`config.mk`:
```
export PLATFORM = sky130hd
export DESIGN_NAME = uart_rx_byte
export DESIGN_NICKNAME = d
export VERILOG_FILES = /design/src/rtl/uart_pkg.sv /design/src/rtl/uart_baud_tick.sv /design/src/rtl/uart_rx_byte.sv
export SDC_FILE = /design/constraint.sdc
export NUM_CORES = 1
export LEC_CHECK = 0
export ABC_AREA = 1
export ABC_CLOCK_PERIOD_IN_PS = 2900
export CAP_MARGIN = 20
export CELL_PAD_IN_SITES_DETAIL_PLACEMENT = 0
export CELL_PAD_IN_SITES_GLOBAL_PLACEMENT = 2
export CORE_MARGIN = 1.5
export CORE_UTILIZATION = 30
export DETAILED_ROUTE_END_ITERATION = 8
export PLACE_DENSITY = 0.78
export RECOVER_POWER = 100
export SLEW_MARGIN = 20
export SYNTH_ARGS = -nofsm -noshare
export SYNTH_HDL_FRONTEND = slang
export SYNTH_SLANG_ARGS = --single-unit
```
`constraint.sdc`:
```
create_clock -name clk -period 2.9 [get_ports clk]
set_input_delay 0.725 -clock clk [delete_from_list [all_inputs] [get_ports clk]]
set_output_delay 0.725 -clock clk [all_outputs]
set_load 0.05 [all_outputs]
```
`src/rtl/uart_pkg.sv`:
```
// uart_pkg: state encoding, oversample default and baud divisor helper shared by the UART blocks.
package uart_pkg;
   typedef enum logic [2:0] {IDLE, START, DATA, PARITY, STOP} uart_state_t;

   localparam int OVERSAMPLE_DEF = 16;

   // Clocks per sample tick, rounded to nearest and never below 1.
   function automatic int calc_div(input int clk_freq, input int baud, input int os);
      int d;
      d = (clk_freq + (baud * os) / 2) / (baud * os);
      return (d < 1) ? 1 : d;
   endfunction
endpackage

```
`src/rtl/uart_baud_tick.sv`:
```
// uart_baud_tick: one-clk sample tick every DIV clocks; clr realigns the phase.
module uart_baud_tick #(
   parameter int DIV = 10
) (
   input  logic clk,
   input  logic rst,
   input  logic clr,
   output logic tick
);
   localparam int W = $clog2(DIV) + 1;
   localparam logic [W-1:0] TOP = W'(DIV - 1);

   logic [W-1:0] cnt;

   assign tick = cnt == TOP;

   always_ff @(posedge clk)
      if (rst || clr) cnt <= '0;
      else cnt <= tick ? '0 : cnt + 1'b1;
endmodule

```
`src/rtl/uart_rx_byte.sv`:
```
// uart_rx_byte: oversampling 8N1 UART receiver with glitch-start rejection and framing check.
// Define UART_RX_PARITY_EN to expect an even-parity bit between the data and stop bits.
module uart_rx_byte
   import uart_pkg::*;
#(
   parameter int CLK_FREQ   = 50000000,
   parameter int BAUD       = 115200,
   parameter int OVERSAMPLE = OVERSAMPLE_DEF
) (
   input  logic       clk,
   input  logic       rst,
   input  logic       rxd,
   output logic [7:0] rx_data,
   output logic       rx_done,
   output logic       frame_err,
   output logic       parity_err,
   output logic       rx_busy
);
   localparam int DIV = calc_div(CLK_FREQ, BAUD, OVERSAMPLE);
   localparam int SW = $clog2(OVERSAMPLE);
   localparam logic [SW-1:0] MID = SW'(OVERSAMPLE / 2 - 1);
   localparam logic [SW-1:0] LAST = SW'(OVERSAMPLE - 1);
`ifdef UART_RX_PARITY_EN
   localparam uart_state_t AFTER_DATA = PARITY;
`else
   localparam uart_state_t AFTER_DATA = STOP;
`endif

   uart_state_t state;
   logic rxd_m, rxd_s, armed, tick, clr;
   logic [SW-1:0] scnt;
   logic [2:0] idx;
   logic [7:0] shift;

   assign clr = state == IDLE && armed && !rxd_s;
   assign rx_busy = state != IDLE;

   uart_baud_tick #(.DIV(DIV)) u_tick (.clk(clk), .rst(rst), .clr(clr), .tick(tick));

`ifndef UART_RX_PARITY_EN
   assign parity_err = 1'b0;
`endif

   // armed drops after an error so a held-low line must return high before the next start.
   always_ff @(posedge clk)
      if (rst) begin
         rxd_m <= 1'b1;
         rxd_s <= 1'b1;
         armed <= 1'b0;
         state <= IDLE;
         scnt <= '0;
         idx <= '0;
         shift <= '0;
         rx_data <= '0;
         rx_done <= 1'b0;
         frame_err <= 1'b0;
`ifdef UART_RX_PARITY_EN
         parity_err <= 1'b0;
`endif
      end else begin
         rxd_m <= rxd;
         rxd_s <= rxd_m;
         rx_done <= 1'b0;
         frame_err <= 1'b0;
`ifdef UART_RX_PARITY_EN
         parity_err <= 1'b0;
`endif
         case (state)
            IDLE:
               if (!armed) armed <= rxd_s;
               else if (!rxd_s) begin
                  state <= START;
                  scnt <= '0;
               end
            START:
               if (tick) begin
                  scnt <= scnt + 1'b1;
                  if (scnt == MID) begin
                     scnt <= '0;
                     idx <= '0;
                     state <= rxd_s ? IDLE : DATA;
                  end
               end
            DATA:
               if (tick) begin
                  scnt <= scnt + 1'b1;
                  if (scnt == LAST) begin
                     shift <= {rxd_s, shift[7:1]};
                     idx <= idx + 1'b1;
                     if (idx == 3'd7) state <= AFTER_DATA;
                  end
               end
`ifdef UART_RX_PARITY_EN
            PARITY:
               if (tick) begin
                  scnt <= scnt + 1'b1;
                  if (scnt == LAST) begin
                     if (^shift ^ rxd_s) begin
                        parity_err <= 1'b1;
                        armed <= 1'b0;
                        state <= IDLE;
                     end else state <= STOP;
                  end
               end
`endif
            STOP:
               if (tick) begin
                  scnt <= scnt + 1'b1;
                  if (scnt == LAST) begin
                     if (rxd_s) begin
                        rx_data <= shift;
                        rx_done <= 1'b1;
                     end else begin
                        frame_err <= 1'b1;
                        armed <= 1'b0;
                     end
                     state <= IDLE;
                  end
               end
            default: state <= IDLE;
         endcase
      end
endmodule

```
Signal wires on met3:
Scale: 3 px per micron.
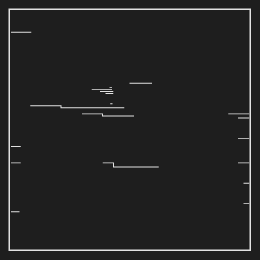
share of all routed wire	3.7%
nets with wire on the layer	15
Routed Wire Length: 3380 microns
via total after detailed routing: 1435
met3 Resource Use GR: 3.77%

==> results.tsv <==
metric	value	unit
most_common_cell	dfxtp_1	
ys_seq_share	41.8	%
hold_buf_count_cts	0	
max-slew-margin-rel	48.0	%
top_layer_used	met4	
leading_cell_type_in_the_layout_fill_and_taps_excluded	dfxtp_1	
power.internal	1.07	mW
ys.flops	37	
yosys.area_share.adder	3.53	%
cts_root_buffer	clkbuf_8	
route.met3.wl	124	microns
cts.reportedPaths.clkPinSlew	0.09	ns
critPathArrivalTime	1.93	ns
pwr.group.combinational	0.954	mW
initial_detailed_routing_violation_count	41	
inserted_clock_buffers	5	
rows	27	
clkPwrFrac	18.7	%
run_status	completed	
postLayoutCoreUtil	36.6	%
maxPowerGroup	combinational logic	
setup_viol_count_final	0	
reg_to_reg_end	shift[7]	
holdPathEnd	rxd_s	
holdCritStartpoint	rxd_m	
Signal wires on met2:
Scale: 3 px per micron.
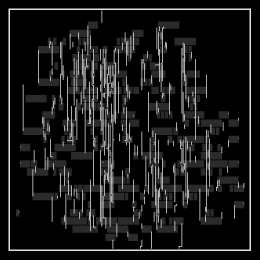
wire length on this layer	1550 microns
nets with wire on the layer	188
GRT met2 Usage: 20.4%

